===== src/rtl/sched_pkg.sv =====
// rtl/sched_pkg.sv - shared state encoding and field widths for the op scheduler
package sched_pkg;

    localparam int OP_W   = 3;
    localparam int BYTE_W = 8;

    typedef enum logic [2:0] {
        IDLE    = 3'd0,
        EXEC    = 3'd1,
        START   = 3'd2,
        WAIT_HI = 3'd3,
        WAIT_LO = 3'd4,
        DONE    = 3'd5
    } state_t;

endpackage


===== src/rtl/op_scheduler_if.sv =====
// rtl/op_scheduler_if.sv - requester, ALU, UART and completion signals of the op scheduler
interface op_scheduler_if;
    import sched_pkg::*;

    logic [1:0]          req_valid;
    logic [1:0]          req_ready;
    logic [15:0]         req_a;
    logic [15:0]         req_b;
    logic [2*OP_W-1:0]   req_op;

    logic [BYTE_W-1:0]   alu_a;
    logic [BYTE_W-1:0]   alu_b;
    logic [OP_W-1:0]     alu_op;
    logic                alu_ena;
    logic [15:0]         alu_result;

    logic                uart_start;
    logic [BYTE_W-1:0]   uart_data;
    logic                uart_busy;

    logic                done;
    logic                done_id;
    logic [15:0]         done_result;
    logic                done_err;

    modport master (
        input  req_valid, req_a, req_b, req_op, alu_result, uart_busy,
        output req_ready, alu_a, alu_b, alu_op, alu_ena,
               uart_start, uart_data, done, done_id, done_result, done_err
    );

    modport slave (
        output req_valid, req_a, req_b, req_op, alu_result, uart_busy,
        input  req_ready, alu_a, alu_b, alu_op, alu_ena,
               uart_start, uart_data, done, done_id, done_result, done_err
    );

endinterface


===== src/rtl/rr_arb2.sv =====
// rtl/rr_arb2.sv - two-requester round-robin arbiter, combinational grant plus priority register
module rr_arb2 (
    input  logic       clock,
    input  logic       reset,
    input  logic [1:0] i_req,
    input  logic       i_en,
    input  logic       i_update,
    input  logic       i_last_id,
    output logic [1:0] o_gnt
);

    // r_prio names the requester that currently wins a tie
    logic r_prio;

    always_ff @(posedge clock or posedge reset) begin
        if (reset) begin
            r_prio <= 1'b0;
        end else if (i_update) begin
            r_prio <= ~i_last_id;
        end
    end

    always_comb begin
        o_gnt = 2'b00;
        if (i_en) begin
            if (r_prio == 1'b0) begin
                o_gnt = i_req[0] ? 2'b01 : (i_req[1] ? 2'b10 : 2'b00);
            end else begin
                o_gnt = i_req[1] ? 2'b10 : (i_req[0] ? 2'b01 : 2'b00);
            end
        end
    end

endmodule


===== src/rtl/op_scheduler.sv =====
// rtl/op_scheduler.sv - arbitrates two job requesters, runs one ALU op per job and ships the result over UART
module op_scheduler
    import sched_pkg::*;
#(
    parameter int SEND_BYTES   = 2,
    parameter int BUSY_TIMEOUT = 255
) (
    input  logic                  clock,
    input  logic                  reset,
    input  logic                  ena,
    op_scheduler_if.master        bus
);

    localparam logic LAST_BYTE = (SEND_BYTES > 1);

    state_t              r_state;
    state_t              w_next;
    logic [BYTE_W-1:0]   r_a;
    logic [BYTE_W-1:0]   r_b;
    logic [OP_W-1:0]     r_op;
    logic                r_id;
    logic [15:0]         r_result;
    logic                r_byte;
    logic                r_err;
    logic [7:0]          r_tmo;
    logic                r_hold_id;
    logic [15:0]         r_hold_result;
    logic                r_hold_err;

    logic [1:0]          w_gnt;
    logic                w_sel;
    logic                w_arb_en;
    logic                w_update;

    assign w_arb_en = ena && !reset && (r_state == IDLE);
    assign w_update = ena && (r_state == DONE);
    assign w_sel    = w_gnt[1];

    rr_arb2 u_arb (
        .clock     (clock),
        .reset     (reset),
        .i_req     (bus.req_valid),
        .i_en      (w_arb_en),
        .i_update  (w_update),
        .i_last_id (r_id),
        .o_gnt     (w_gnt)
    );

    always_ff @(posedge clock or posedge reset) begin
        if (reset) begin
            r_state <= IDLE;
        end else begin
            r_state <= w_next;
        end
    end

    always_comb begin
        w_next          = r_state;
        bus.req_ready   = w_gnt;
        bus.alu_ena     = 1'b0;
        bus.alu_a       = '0;
        bus.alu_b       = '0;
        bus.alu_op      = '0;
        bus.uart_start  = 1'b0;
        bus.uart_data   = '0;
        bus.done        = 1'b0;
        bus.done_id     = r_hold_id;
        bus.done_result = r_hold_result;
        bus.done_err    = r_hold_err;

        if (r_state != IDLE) begin
            bus.alu_ena = 1'b1;
            bus.alu_a   = r_a;
            bus.alu_b   = r_b;
            bus.alu_op  = r_op;
        end
        if (r_state == START || r_state == WAIT_HI) begin
            bus.uart_start = 1'b1;
            bus.uart_data  = r_byte ? r_result[15:8] : r_result[7:0];
        end
        // The completion report is live in DONE and frozen in the hold registers afterwards
        if (r_state == DONE && ena) begin
            bus.done        = 1'b1;
            bus.done_id     = r_id;
            bus.done_result = r_result;
            bus.done_err    = r_err;
        end

        if (!ena) begin
            w_next = IDLE;
        end else begin
            case (r_state)
                IDLE:    if (|w_gnt) w_next = EXEC;
                EXEC:    w_next = START;
                START:   w_next = WAIT_HI;
                WAIT_HI: begin
                    if (bus.uart_busy) begin
                        w_next = WAIT_LO;
                    end else if (r_tmo <= 8'd1) begin
                        w_next = DONE;
                    end
                end
                WAIT_LO: begin
                    if (!bus.uart_busy) begin
                        w_next = (r_byte == LAST_BYTE) ? DONE : START;
                    end
                end
                DONE:    w_next = IDLE;
                default: w_next = IDLE;
            endcase
        end
    end

    always_ff @(posedge clock or posedge reset) begin
        if (reset) begin
            r_a           <= '0;
            r_b           <= '0;
            r_op          <= '0;
            r_id          <= 1'b0;
            r_result      <= '0;
            r_byte        <= 1'b0;
            r_err         <= 1'b0;
            r_tmo         <= '0;
            r_hold_id     <= 1'b0;
            r_hold_result <= '0;
            r_hold_err    <= 1'b0;
        end else begin
            case (r_state)
                IDLE: begin
                    if (|w_gnt) begin
                        r_a    <= w_sel ? bus.req_a[15:8] : bus.req_a[7:0];
                        r_b    <= w_sel ? bus.req_b[15:8] : bus.req_b[7:0];
                        r_op   <= w_sel ? bus.req_op[2*OP_W-1:OP_W] : bus.req_op[OP_W-1:0];
                        r_id   <= w_sel;
                        r_byte <= 1'b0;
                        r_err  <= 1'b0;
                    end
                end
                EXEC:  r_result <= bus.alu_result;
                START: r_tmo    <= 8'(BUSY_TIMEOUT);
                WAIT_HI: begin
                    if (!bus.uart_busy) begin
                        if (r_tmo <= 8'd1) begin
                            r_err <= 1'b1;
                        end else begin
                            r_tmo <= r_tmo - 8'd1;
                        end
                    end
                end
                WAIT_LO: begin
                    if (!bus.uart_busy && r_byte != LAST_BYTE) begin
                        r_byte <= 1'b1;
                    end
                end
                DONE: begin
                    if (ena) begin
                        r_hold_id     <= r_id;
                        r_hold_result <= r_result;
                        r_hold_err    <= r_err;
                    end
                end
                default: ;
            endcase
        end
    end

endmodule

===== src/flat_wrapper.sv =====
// flat-port wrapper written by rule: the top's interface ports become plain ports
module op_scheduler_flat import sched_pkg::*;
#(
    parameter int SEND_BYTES   = 2,
    parameter int BUSY_TIMEOUT = 255
)
  (clock, reset, ena, bus_req_valid, bus_req_a, bus_req_b, bus_req_op, bus_alu_result, bus_uart_busy, bus_req_ready, bus_alu_a, bus_alu_b, bus_alu_op, bus_alu_ena, bus_uart_start, bus_uart_data, bus_done, bus_done_id, bus_done_result, bus_done_err);
  op_scheduler_if bus_i ();
  input  logic clock;
  input  logic reset;
  input  logic ena;
  input wire logic [$bits(bus_i.req_valid)-1:0] bus_req_valid;
  input wire logic [$bits(bus_i.req_a)-1:0] bus_req_a;
  input wire logic [$bits(bus_i.req_b)-1:0] bus_req_b;
  input wire logic [$bits(bus_i.req_op)-1:0] bus_req_op;
  input wire logic [$bits(bus_i.alu_result)-1:0] bus_alu_result;
  input wire logic [$bits(bus_i.uart_busy)-1:0] bus_uart_busy;
  output wire logic [$bits(bus_i.req_ready)-1:0] bus_req_ready;
  output wire logic [$bits(bus_i.alu_a)-1:0] bus_alu_a;
  output wire logic [$bits(bus_i.alu_b)-1:0] bus_alu_b;
  output wire logic [$bits(bus_i.alu_op)-1:0] bus_alu_op;
  output wire logic [$bits(bus_i.alu_ena)-1:0] bus_alu_ena;
  output wire logic [$bits(bus_i.uart_start)-1:0] bus_uart_start;
  output wire logic [$bits(bus_i.uart_data)-1:0] bus_uart_data;
  output wire logic [$bits(bus_i.done)-1:0] bus_done;
  output wire logic [$bits(bus_i.done_id)-1:0] bus_done_id;
  output wire logic [$bits(bus_i.done_result)-1:0] bus_done_result;
  output wire logic [$bits(bus_i.done_err)-1:0] bus_done_err;
  assign bus_i.req_valid = bus_req_valid;
  assign bus_i.req_a = bus_req_a;
  assign bus_i.req_b = bus_req_b;
  assign bus_i.req_op = bus_req_op;
  assign bus_i.alu_result = bus_alu_result;
  assign bus_i.uart_busy = bus_uart_busy;
  assign bus_req_ready = bus_i.req_ready;
  assign bus_alu_a = bus_i.alu_a;
  assign bus_alu_b = bus_i.alu_b;
  assign bus_alu_op = bus_i.alu_op;
  assign bus_alu_ena = bus_i.alu_ena;
  assign bus_uart_start = bus_i.uart_start;
  assign bus_uart_data = bus_i.uart_data;
  assign bus_done = bus_i.done;
  assign bus_done_id = bus_i.done_id;
  assign bus_done_result = bus_i.done_result;
  assign bus_done_err = bus_i.done_err;
  op_scheduler #(.SEND_BYTES(SEND_BYTES), .BUSY_TIMEOUT(BUSY_TIMEOUT)) u_core (.clock(clock), .reset(reset), .ena(ena), .bus(bus_i));
endmodule

===== config.mk =====
export PLATFORM = sky130hd
export DESIGN_NAME = op_scheduler_flat
export DESIGN_NICKNAME = d
export VERILOG_FILES = /design/src/rtl/sched_pkg.sv /design/src/rtl/op_scheduler_if.sv /design/src/rtl/rr_arb2.sv /design/src/rtl/op_scheduler.sv /design/src/flat_wrapper.sv
export SDC_FILE = /design/constraint.sdc
export NUM_CORES = 1
export LEC_CHECK = 0
export CORE_MARGIN = 8
export CORE_UTILIZATION = 25
export DETAILED_ROUTE_END_ITERATION = 8
export PLACE_DENSITY = 0.57
export SLEW_MARGIN = 20
export SYNTH_ARGS = -nofsm -noshare
export SYNTH_HDL_FRONTEND = slang
export SYNTH_SLANG_ARGS = --single-unit

===== constraint.sdc =====
create_clock -name clock -period 4 [get_ports clock]
set_input_delay 0.6 -clock clock [delete_from_list [all_inputs] [get_ports clock]]
set_output_delay 0.6 -clock clock [all_outputs]
set_load 0.02 [all_outputs]

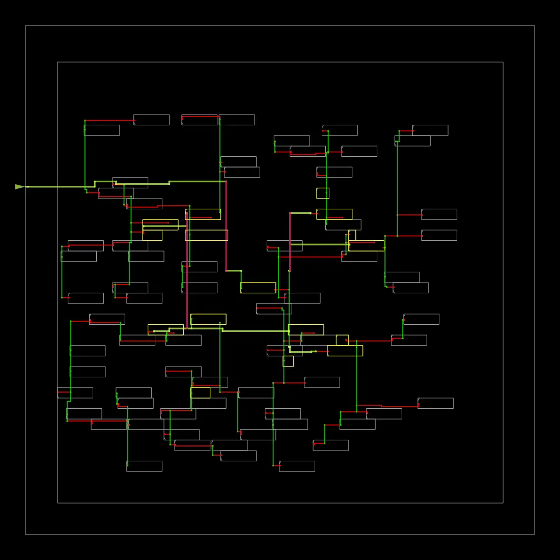
Run 1: clock routing
power in the clock group: 812 µW
insertion delay of the later-clocked pin in the worst-skew pair: 330 ps
TritonCTS Buffers: 9
count of clock-net buffers in the final layout: 11
Layout Skew: 6.92 ps

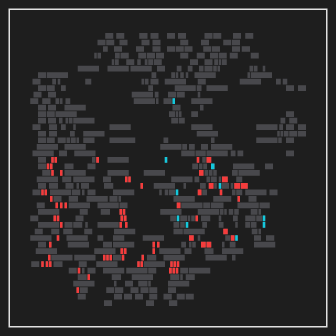
Run 1: selected gate families
[inverters] cyan | cells: 10 | most used: inv_1
[NAND gates] red | cells: 69 | most used: nand2_1
post-route insts no fill: 634
most common cell after layout, fill and taps aside: sky130_fd_sc_hd__clkdlybuf4s50_1
combinational share of cell area: 31.0%

==> flow_summary.ini, run 1 <==
; synthesis and place-and-route metrics
[yosys]
syn-mean-instance-area_um2 = 9.70
synth_top_area_share_pct = 50.7
most_common_cell = sky130_fd_sc_hd__dfrtp_1
syn_inst = 346
yosysWarningCount = 0
nets_at_floorplan = 408
ys.flops = 68
async_reset_ff_share_pct = 100
yosys_instances = 346
synth.top_cells.by_area = sky130_fd_sc_hd__dfrtp_1, sky130_fd_sc_hd__mux2i_1, sky130_fd_sc_hd__nand2_1, sky130_fd_sc_hd__mux2_2, sky130_fd_sc_hd__nor2_1
yosys-top-cells-count = sky130_fd_sc_hd__dfrtp_1, sky130_fd_sc_hd__nand2_1, sky130_fd_sc_hd__nor2_1, sky130_fd_sc_hd__mux2i_1, sky130_fd_sc_hd__a21oi_1
ys_types = 45
synth_sequential_area_ratio_pct = 50.7
ys_dominant_reg_cell = sky130_fd_sc_hd__dfrtp_1
synth.yosys.chip_area_mm2 = 0.00336
synth-edff-count = 0

[final_layout]
areaGrowthSynthToFinish_pct = 47.8
final_util_pct = 37.6
final_net_count = 515
finish.instance_area_mm2 = 0.00496
num_antenna_cells = 0
drive_gt1_share_pct = 12.0

[routing]
drt-wirelength-per-cell_um = 14.7
drt_wl_total_um = 9290
detailed_route_wire_length_on_metal_1_um = 4090
routed_vias = 2820
met3RoutedLength_um = 651
route.detailed.vias_per_inst = 4.45
antenna_violating_nets_remaining = 0
routed-wl-met2_um = 4480
drt-initial-drc-count = 105
number_of_iterations_in_the_first_detailed_routing_pass = 4

[die]
floorplan.die_area_mm2 = 0.0174
boundaryPins = 110
dieHeight_um = 132
initial_utilization_pct = 25.5
num_rows = 42
placeableCoreArea_mm2 = 0.0132
die_x_um = 132

[final_timing]
finalCritPeriodShare_pct = 81.3
post-route-worst-setup-slack_ps = 749
worst_pin_slew_ps = 896
timing.hold.ws_ps = 470
grt_setup_unrepaired = false
final_hold_viol_count = 0
fmax_mhz = 308
slew_limit_fails = 0
fin_tns_setup_ps = 0

[setup_path]
largest_delay_share_family_worst_path = buffers and inverters
worstSetupPathType = register to output port
worstPathRequired_ps = 3400
cpPeakStageDelay_ps = 670
worstPathArrival_ps = 2650
timing.critical_path.to_type = output port
critical_path.cell_chain = or3_1, buf_4, or2_2, a211oi_1, clkdlybuf4s50_1
worst-path-buf-inv = 2
path_max_fanout = 22
worst-path-stages = 5
worstSetupStartpoint = u_core.r_state[1]
ff2ff_path_depth = 4
r2r_slack_ps = 1860
timing.rr.start = u_core.r_state[2]

[hold_path]
holdCritPathClass = register to register
timing.hold.worst_path_depth = 1
hp-start = u_core.r_id

[global_route]
track_usage_pct = 11.1
grt_overflow = 0
grt_start_max_net_pins = 51
antenna_found_initial = 0
via_count_of_the_first_global_routing_pass = 3051

[clock_network]
tritoncts = yes
ctsHoldBuffers = 0
cts-resized-gates = 0
cts.sink_count = 68
clock-root-buffer = sky130_fd_sc_hd__clkbuf_16
cts_setup_buffers = 0
worst_setup_hold_path_clk_slew_ps = 60

[power_and_ir_drop]
total_power_mw = 2.75
clockPowerShare_pct = 29.5
p_switching_uw = 877
internal_power_mw = 1.87
comb_power_share_pct = 33.0
power_per_cell_area_mw_per_mm2 = 555
ir_drop_mv = 0.272
cellLeakagePower_nw = 2.16
switching_share_of_power_pct = 31.9

[status]
outcome = finished, final reports clean

[placed_design]
placedCellCount = 618
dpl_cell_area_mm2 = 0.00465
portBuffers = 109
gp_congestion = 0.753

[flow_run]
warning_count = 27
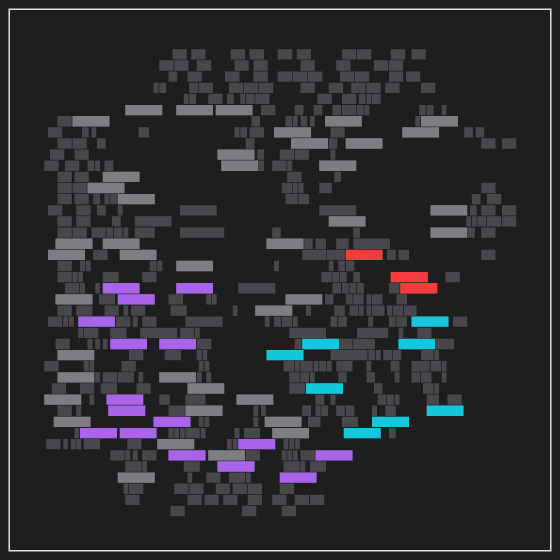
Run 1: sequential cells grouped by signal name
Other sequential cells in the stronger grey, the rest of the logic in the fainter grey.
[u_core.r_result] purple | placed flops: 16
[u_core.r_state] red | placed flops: 3
[u_core.r_tmo] cyan | placed flops: 8

[run 1: metal layers]
| metal | vias up | track usage, % |
|---|---|---|
| li1 | 1397 | - |
| met1 | 1346 | 12.9 |
| met2 | 69 | 18.4 |
| met3 | 8 | 4.57 |
| met4 | 0 | 2.87 |
| met5 | - | 0 |
[run 1: final cells by class]
cell class,instances,area (µm²)
clock inverters,5,60.1
flip-flops and latches,68,1700
multi-input cells,247,1540
fillers,1353,8230
inverters,10,38.8
repair buffers,117,1150
well taps,176,220
clock buffers,11,253
[run 1: worst paths after layout]
| kind | to |
|---|---|
| min in group asynchronous | u_core.r_hold_id |
| max in group asynchronous | u_core.r_result[10] |
| worst max-delay path | bus_req_ready[0] |
| worst min register to register | u_core.u_arb.r_prio |
| worst max register to register | u_core.r_tmo[5] |
| worst min-delay path | u_core.u_arb.r_prio |
[run 1: cell usage in the layout (no fill, tap or decap), types with 2 or more instances in the layout]
cell type,n
sky130_fd_sc_hd__nand3b_1,2
sky130_fd_sc_hd__a31oi_1,3
sky130_fd_sc_hd__nand2_1,56
sky130_fd_sc_hd__clkinv_2,2
sky130_fd_sc_hd__and3_1,2
sky130_fd_sc_hd__mux2i_1,27
sky130_fd_sc_hd__nand2b_1,6
sky130_fd_sc_hd__a311oi_1,5
sky130_fd_sc_hd__ha_1,2
sky130_fd_sc_hd__clkbuf_16,9
sky130_fd_sc_hd__mux2_2,16
sky130_fd_sc_hd__nor4_1,2
sky130_fd_sc_hd__clkdlybuf4s50_1,109
sky130_fd_sc_hd__a211oi_1,2
sky130_fd_sc_hd__clkbuf_8,2
sky130_fd_sc_hd__nor2_1,43
sky130_fd_sc_hd__or2_2,3
sky130_fd_sc_hd__inv_1,9
sky130_fd_sc_hd__and2_1,19
sky130_fd_sc_hd__clkinv_4,2
sky130_fd_sc_hd__buf_4,8
sky130_fd_sc_hd__a21oi_1,26
sky130_fd_sc_hd__nor3b_1,2
sky130_fd_sc_hd__o21ai_0,3
sky130_fd_sc_hd__nor3_1,4
sky130_fd_sc_hd__dfrtp_1,68
sky130_fd_sc_hd__nand3_1,3
sky130_fd_sc_hd__and3_2,2
[run 1: power groups by stage]
stage,Sequential (mW),Combinational [mW],Clock [mW]
after floorplan,0.990,0.571,0
after global placement,1.04,0.919,0
after detailed placement,1.04,0.928,0
after CTS,1.03,0.932,0.840
after global routing,1.06,0.998,0.873
final,1.03,0.908,0.812
[run 1: state kept, by name, summed over array words and instances, names as in the netlist]
signal                cells
u_core.r_result          16
u_core.u_arb.r_prio       1
u_core.r_id               1
u_core.r_byte             1
u_core.r_err              1
u_core.r_hold_err         1
u_core.r_op               3
u_core.r_state            3
u_core.r_hold_id          1
u_core.r_a                8
u_core.r_tmo              8
u_core.r_hold_result     16
u_core.r_b                8
[run 1: cell families (layout without fill, tap and decap cells)]
family                     after synthesis  after routing  share of synthesized area, %
and+or+nand+nor                        153            153                          21.7
DFF                                     68             68                          50.7
AOI/OAI and AO/OA                       49             49                          9.65
muxes                                   43             43                          13.4
buffers and inverters                   31            143                          3.84
adders and majority gates                2              2                         0.745
Run 1, signal wires on met1:
Supply wires on this layer in grey.
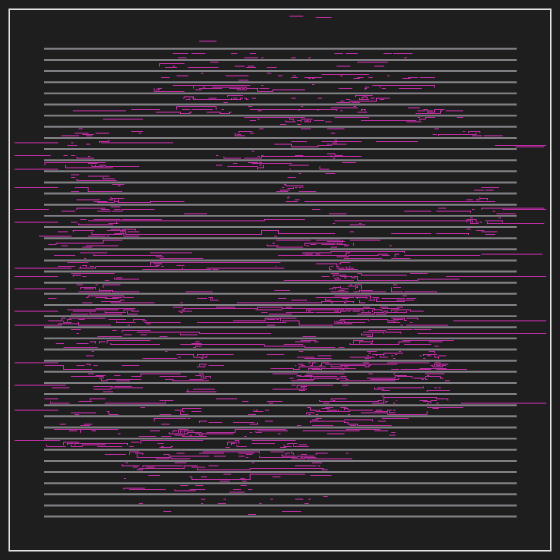

## Run 2: what changed since run 1
Clock period 4 ns to 3.3 ns, I/O delays scaled along.
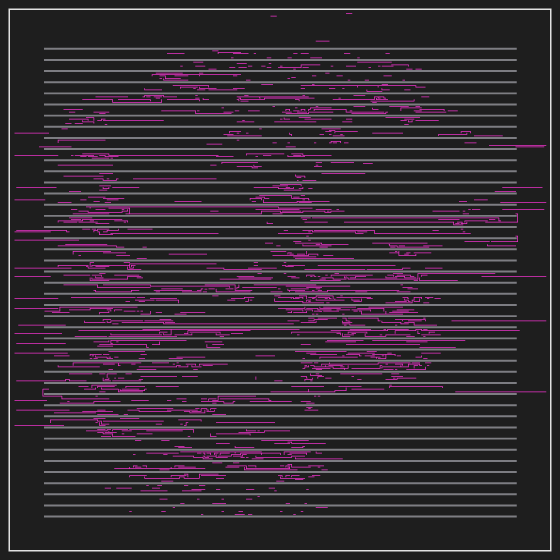
Run 2: signal wires on met1
Supply wires on this layer in grey.
longest straight run: 46.9 µm
nets with wire on the layer: 462
main direction: horizontal
share of all routed wire: 46%
wire length on this layer: 4390 µm

==> flow_summary.ini, run 2 <==
; synthesis and place-and-route metrics
[final_timing]
grt_setup_unrepaired = false
slew_limit_fails = 0
post-route-worst-setup-slack_ps = 308
worst_pin_slew_ps = 712
fmax_mhz = 334
finalCritPeriodShare_pct = 90.7
fin_tns_setup_ps = 0

[routing]
post-route-drc-count = 0
route.detailed.vias_per_inst = 4.43
number_of_iterations_in_the_first_detailed_routing_pass = 4
drt-wirelength-per-cell_um = 15.0
antenna_violating_nets_remaining = 0

[yosys]
most_common_cell = sky130_fd_sc_hd__dfrtp_1
ys_types = 45
synth_sequential_area_ratio_pct = 50.7
yosys_instances = 346
synth-edff-count = 0
yosysWarningCount = 0
synth_top_area_share_pct = 50.7
ys.flops = 68
ys_dominant_reg_cell = sky130_fd_sc_hd__dfrtp_1
yosys-top-cells-count = sky130_fd_sc_hd__dfrtp_1, sky130_fd_sc_hd__nand2_1, sky130_fd_sc_hd__nor2_1, sky130_fd_sc_hd__mux2i_1, sky130_fd_sc_hd__a21oi_1
syn-mean-instance-area_um2 = 9.70
syn_inst = 346
synth.yosys.chip_area_mm2 = 0.00336
synth.top_cells.by_area = sky130_fd_sc_hd__dfrtp_1, sky130_fd_sc_hd__mux2i_1, sky130_fd_sc_hd__nand2_1, sky130_fd_sc_hd__mux2_2, sky130_fd_sc_hd__nor2_1
nets_at_floorplan = 408

[clock_network]
cts.sink_count = 68
clock.latency.late_pin_ps = 330
worst_setup_hold_path_clk_slew_ps = 50
cts_setup_buffers = 0
clock-root-buffer = sky130_fd_sc_hd__clkbuf_16
tritoncts = yes
cts-resized-gates = 0
ctsHoldBuffers = 0

[final_layout]
layout.cells.most_common = sky130_fd_sc_hd__clkdlybuf4s50_1
areaGrowthSynthToFinish_pct = 48.4
final_layout_top_logic_cells = sky130_fd_sc_hd__clkdlybuf4s50_1, sky130_fd_sc_hd__dfrtp_1, sky130_fd_sc_hd__nand2_1, sky130_fd_sc_hd__nor2_1, sky130_fd_sc_hd__mux2i_1
layout_top_registers = u_core.r_hold_result: 16 flops, u_core.r_result: 16 flops
num_antenna_cells = 0
drive_gt1_share_pct = 12.0
final-instance-count-excl-fill = 635

[power_and_ir_drop]
ir_drop_mv = 0.254
p_switching_mw = 1.06
cellLeakagePower_nw = 2.17
power_per_cell_area_mw_per_mm2 = 675
internal_power_mw = 2.30
switching_share_of_power_pct = 31.5
comb_power_share_pct = 33.4

[flow_run]
warning_count = 27

[status]
outcome = finished, final reports clean

[setup_path]
worstPathArrival_ps = 2500
cpPeakStageDelay_ps = 670
worst-path-buf-inv = 2
path_max_fanout = 5
worstSetupPathType = primary input to output port
worstPathRequired_ps = 2800
timing.critical_path.to_type = output port
critical_path.cell_chain = clkdlybuf4s50_1, nand2b_1, or2_2, a211oi_1, clkdlybuf4s50_1

[die]
floorplan.die_area_mm2 = 0.0174
placeableCoreArea_mm2 = 0.0132
num_rows = 42
dieHeight_um = 132
boundaryPins = 110
die_x_um = 132
initial_utilization_pct = 25.5

[placed_design]
portBuffers = 109
placedCellCount = 620

[global_route]
track_usage_pct = 11.2
via_count_of_the_first_global_routing_pass = 3036
grt_overflow = 0
antenna_found_initial = 0

[hold_path]
holdCritPathClass = register to register
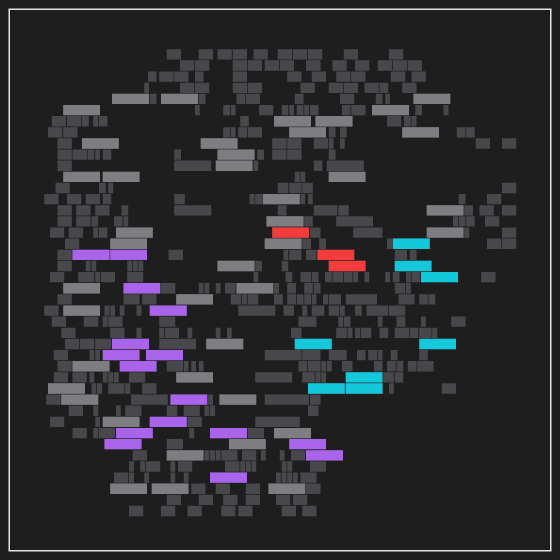
Run 2: sequential cells grouped by signal name
Other sequential cells in the stronger grey, the rest of the logic in the fainter grey.
[u_core.r_result] purple | placed flops: 16
[u_core.r_tmo] cyan | placed flops: 8
[u_core.r_state] red | placed flops: 3

==> run 2: cell counts after synthesis <==
Identical to the previous run, type by type.
==> run 2: through the flow <==
step           hold WS [ps]  cell area [µm²]  power, mW  util, %
2_1_floorplan           417             3360       1.89        -
3_3_place_gp            434             4670       2.37     35.4
3_5_place_dp            449             4670       2.39     35.4
4_1_cts                 457             4980       3.42     37.8
5_1_grt                 483             4980       3.57     37.8
6_report                459             4980       3.36     37.8
==> run 2: logic make-up after synthesis <==
logic type	count (synthesis)	synth area share (%)
DFF	68	50.7
and+or+nand+nor	153	21.7
adders and majority gates	2	0.745
muxes	43	13.4
buffers and inverters	31	3.84
AOI/OAI and AO/OA	49	9.65
==> run 2: worst reg2reg max path, stage by stage (launching register included) <==
cell and delay (ps):
sky130_fd_sc_hd__dfrtp_1 330, sky130_fd_sc_hd__buf_4 240, sky130_fd_sc_hd__nor3b_2 640, sky130_fd_sc_hd__buf_4 320, sky130_fd_sc_hd__mux2_2 350
==> run 2: cell type report <==
| cell class | instances | area [µm²] |
|---|---|---|
| Timing Repair Buffer | 119 | 1180 |
| Inverter | 10 | 37.5 |
| Multi-Input combinational cell | 247 | 1540 |
| Clock buffer | 10 | 229 |
| Clock inverter | 5 | 77.6 |
| Fill cell | 1331 | 8210 |
| Tap cell | 176 | 220 |
| Sequential cell | 68 | 1700 |
==> run 2: worst paths after layout <==
kind	from	endpoint	slack, ps	cells after the start
max	ena	bus_req_ready[0]	310	5
min	u_core.r_id	u_core.u_arb.r_prio	460	1
max reg2reg	u_core.r_state[0]	u_core.r_result[0]	1300	4
min reg2reg	u_core.r_id	u_core.u_arb.r_prio	460	1
max in group asynchronous	reset	u_core.r_a[3]	1970	3
min in group asynchronous	reset	u_core.r_tmo[3]	690	2
==> run 2: routing by layer <==
layer  GRT usage (%)  share of wire, %  vias to the layer above  routed length (µm)
li1                -                 -                     1393                   -
met1            13.8                46                     1340                4390
met2            17.6                47                       71                4440
met3            3.43               5.7                       11                 541
met4            4.47               1.6                        0                 148
met5               0                 0                        -                   0
==> run 2: power groups by stage <==
| stage | sequential [mW] | clock (mW) | combinational (mW) |
|---|---|---|---|
| 5_1_grt | 1.28 | 1.06 | 1.22 |
| 2_1_floorplan | 1.20 | 0 | 0.692 |
| 4_1_cts | 1.24 | 1.03 | 1.14 |
| 3_5_place_dp | 1.26 | 0 | 1.14 |
| 6_report | 1.24 | 0.999 | 1.12 |
| 3_3_place_gp | 1.25 | 0 | 1.12 |
## Run 3: what changed since run 2
Settings changed: ABC_CLOCK_PERIOD_IN_PS from default to 3300, GPL_ROUTABILITY_DRIVEN from default to 0.
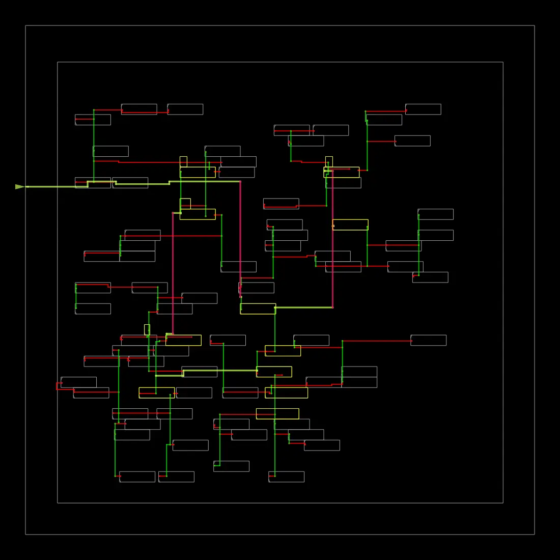
Run 3: clock routing
power in the clock group: 999 µW
Layout Skew: 6.21 ps
CTS Sinks: 68
count of clock-net buffers in the final layout: 10
final sequential cell count: 68

==> flow_summary.ini, run 3 <==
; synthesis and place-and-route metrics
[yosys]
yosysWarningCount = 0
syn-mean-instance-area_um2 = 9.70
synth_top_area_share_pct = 50.7
synth-edff-count = 0
synth.top_cells.by_area = sky130_fd_sc_hd__dfrtp_1, sky130_fd_sc_hd__mux2i_1, sky130_fd_sc_hd__nand2_1, sky130_fd_sc_hd__mux2_2, sky130_fd_sc_hd__nor2_1
most_common_cell = sky130_fd_sc_hd__dfrtp_1
ys_dominant_reg_cell = sky130_fd_sc_hd__dfrtp_1
yosys-top-cells-count = sky130_fd_sc_hd__dfrtp_1, sky130_fd_sc_hd__nand2_1, sky130_fd_sc_hd__nor2_1, sky130_fd_sc_hd__mux2i_1, sky130_fd_sc_hd__a21oi_1
ys_types = 45
yosys_instances = 346
synth_sequential_area_ratio_pct = 50.7
async_reset_ff_share_pct = 100
synth.yosys.chip_area_mm2 = 0.00336
yosys.area.top_type = sky130_fd_sc_hd__dfrtp_1
nets_at_floorplan = 408
syn_inst = 346
netlist_area_mm2 = 0.00336
ys.flops = 68

[clock_network]
htree_num_levels = 3
clock-root-buffer = sky130_fd_sc_hd__clkbuf_16
max-clock-path-buffers = 2
tritoncts_buffers = 9
tritoncts = yes
clock.latency.late_pin_ps = 330
ctsHoldBuffers = 0
worst_setup_hold_path_clk_slew_ps = 50
cts_setup_buffers = 0
cts-resized-gates = 0

[routing]
met3RoutedLength_um = 541
antenna_violating_nets_remaining = 0
routed.top_layer = met4
route.detailed.vias_per_inst = 4.43
post-route-drc-count = 0
drt-wirelength-per-cell_um = 15.0
routed-wl-met2_um = 4440
number_of_iterations_in_the_first_detailed_routing_pass = 4
detailed_route_wire_length_on_metal_1_um = 4390
drt-initial-drc-count = 131

[die]
dieHeight_um = 132
num_rows = 42
placeableCoreArea_mm2 = 0.0132
boundaryPins = 110
initial_utilization_pct = 25.5
floorplan.die_area_mm2 = 0.0174
die_x_um = 132

[final_layout]
final_net_count = 517
final_layout_top_logic_cells = sky130_fd_sc_hd__clkdlybuf4s50_1, sky130_fd_sc_hd__dfrtp_1, sky130_fd_sc_hd__nand2_1, sky130_fd_sc_hd__nor2_1, sky130_fd_sc_hd__mux2i_1
multi_input_comb_area_mm2 = 0.00154
n_fill_cell = 1331
sequential_standard_cell_area_mm2 = 0.00170
layout.cells.most_common = sky130_fd_sc_hd__clkdlybuf4s50_1
areaGrowthSynthToFinish_pct = 48.4
num_antenna_cells = 0
drive_gt1_share_pct = 12.0
layout_top_registers = u_core.r_hold_result: 16 flops, u_core.r_result: 16 flops

[final_timing]
slew_limit_fails = 0
post-route-min-period_ps = 2990
fin_tns_setup_ps = 0
fmax_mhz = 334
worst_pin_slew_ps = 712
grt_setup_unrepaired = false
final_hold_viol_count = 0
finalCritPeriodShare_pct = 90.7
setup_viol = 0
worst_slew_margin_pct = 52.5

[global_route]
grt_start_max_net_pins = 41
grt_pass1_wl_um = 15900
antenna_found_initial = 0
track_usage_pct = 11.2
via_count_of_the_first_global_routing_pass = 3036
grt_overflow = 0

[status]
outcome = finished, final reports clean

[power_and_ir_drop]
cellLeakagePower_nw = 2.17
total_power_mw = 3.36
ir_drop_mv = 0.254
power_per_cell_area_mw_per_mm2 = 675

[placed_design]
place_hpwl_um = 6870
portBuffers = 109

[setup_path]
timing.rr.start = u_core.r_state[0]
ff2ff_path_depth = 4
worstPathArrival_ps = 2500
r2r_slack_ps = 1300
path_max_fanout = 5
critPathLaunchType = primary input
worstSetupStartpoint = ena
worstPathRequired_ps = 2800
worstSetupPathType = primary input to output port
crit_end = bus_req_ready[0]
worst_r2r_endpoint = u_core.r_result[0]
timing.critical_path.to_type = output port

[flow_run]
total_of_max_cap_violations = 0
warning_count = 27

[hold_path]
holdCritPathClass = register to register
timing.hold.worst_path_depth = 1
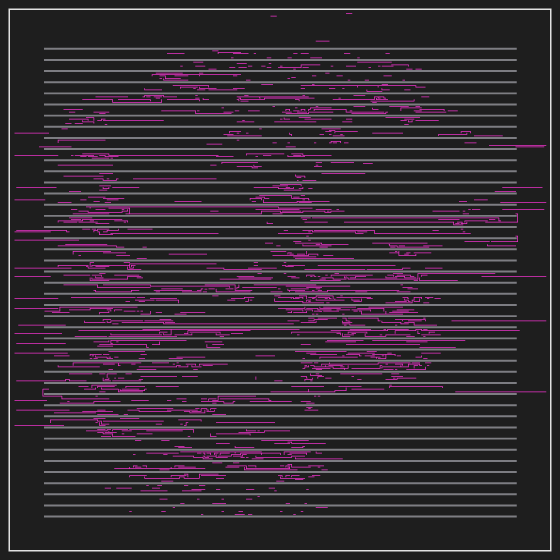
Run 3: signal wires on met1
Supply wires on this layer in grey.
share of all routed wire: 46%
nets with wire on the layer: 462
routed vias: 2815
DRT Wirelength: 9510 µm
GR Layer Usage met1: 13.8%

## run 3: cell counts after synthesis
Identical to the previous run, type by type.
## run 3: cell type report
type / instances / area share [%]
Tap cell: 176 / 4.42
Clock inverter: 5 / 1.56
Timing Repair Buffer: 119 / 23.7
Clock buffer: 10 / 4.60
Sequential cell: 68 / 34.2
Inverter: 10 / 0.754
Multi-Input combinational cell: 247 / 30.8
## run 3: cell families after synthesis
logic type / after synthesis / synth area share [%]
mux: 43 / 13.4
simple gates: 153 / 21.7
compound gates: 49 / 9.65
fa+ha+maj: 2 / 0.745
buf+inv: 31 / 3.84
flops: 68 / 50.7
## run 3: per-stage QoR
stage	util, %	hold slack [ps]	cells	instance area, µm²	setup WS (ps)
6_report	37.8	459	635	4980	308
2_1_floorplan	-	417	346	3360	980
4_1_cts	37.8	457	635	4980	302
3_3_place_gp	35.4	434	620	4670	350
5_1_grt	37.8	483	635	4980	183
3_5_place_dp	35.4	449	620	4670	324
## run 3: worst min-delay path by stage
stage                      from             endpoint  slack, ps
floorplan           u_core.r_id  u_core.u_arb.r_prio        420
global placement    u_core.r_id  u_core.u_arb.r_prio        430
detailed placement  u_core.r_id  u_core.u_arb.r_prio        450
CTS                 u_core.r_id  u_core.u_arb.r_prio        460
global route        u_core.r_id  u_core.u_arb.r_prio        480
finish              u_core.r_id  u_core.u_arb.r_prio        460
## run 3: routing by layer
| layer | vias up | GRT usage, % |
|---|---|---|
| met5 | - | 0 |
| met4 | 0 | 4.47 |
| met3 | 11 | 3.43 |
| met2 | 71 | 17.6 |
| met1 | 1340 | 13.8 |
| li1 | 1393 | - |
## run 3: report_power, final
group          switching (mW)  internal (mW)  total [mW]
Clock                   0.344          0.654       0.999
Combinational           0.548          0.575        1.12
Sequential              0.166           1.08        1.24
Total                    1.06           2.30        3.36
## run 3: critical path, cell delays in order
cell	delay, ps
sky130_fd_sc_hd__clkdlybuf4s50_1	570
sky130_fd_sc_hd__nand2b_1	180
sky130_fd_sc_hd__or2_2	340
sky130_fd_sc_hd__a211oi_1	240
sky130_fd_sc_hd__clkdlybuf4s50_1	670
Power and IR drop assume default switching activity.
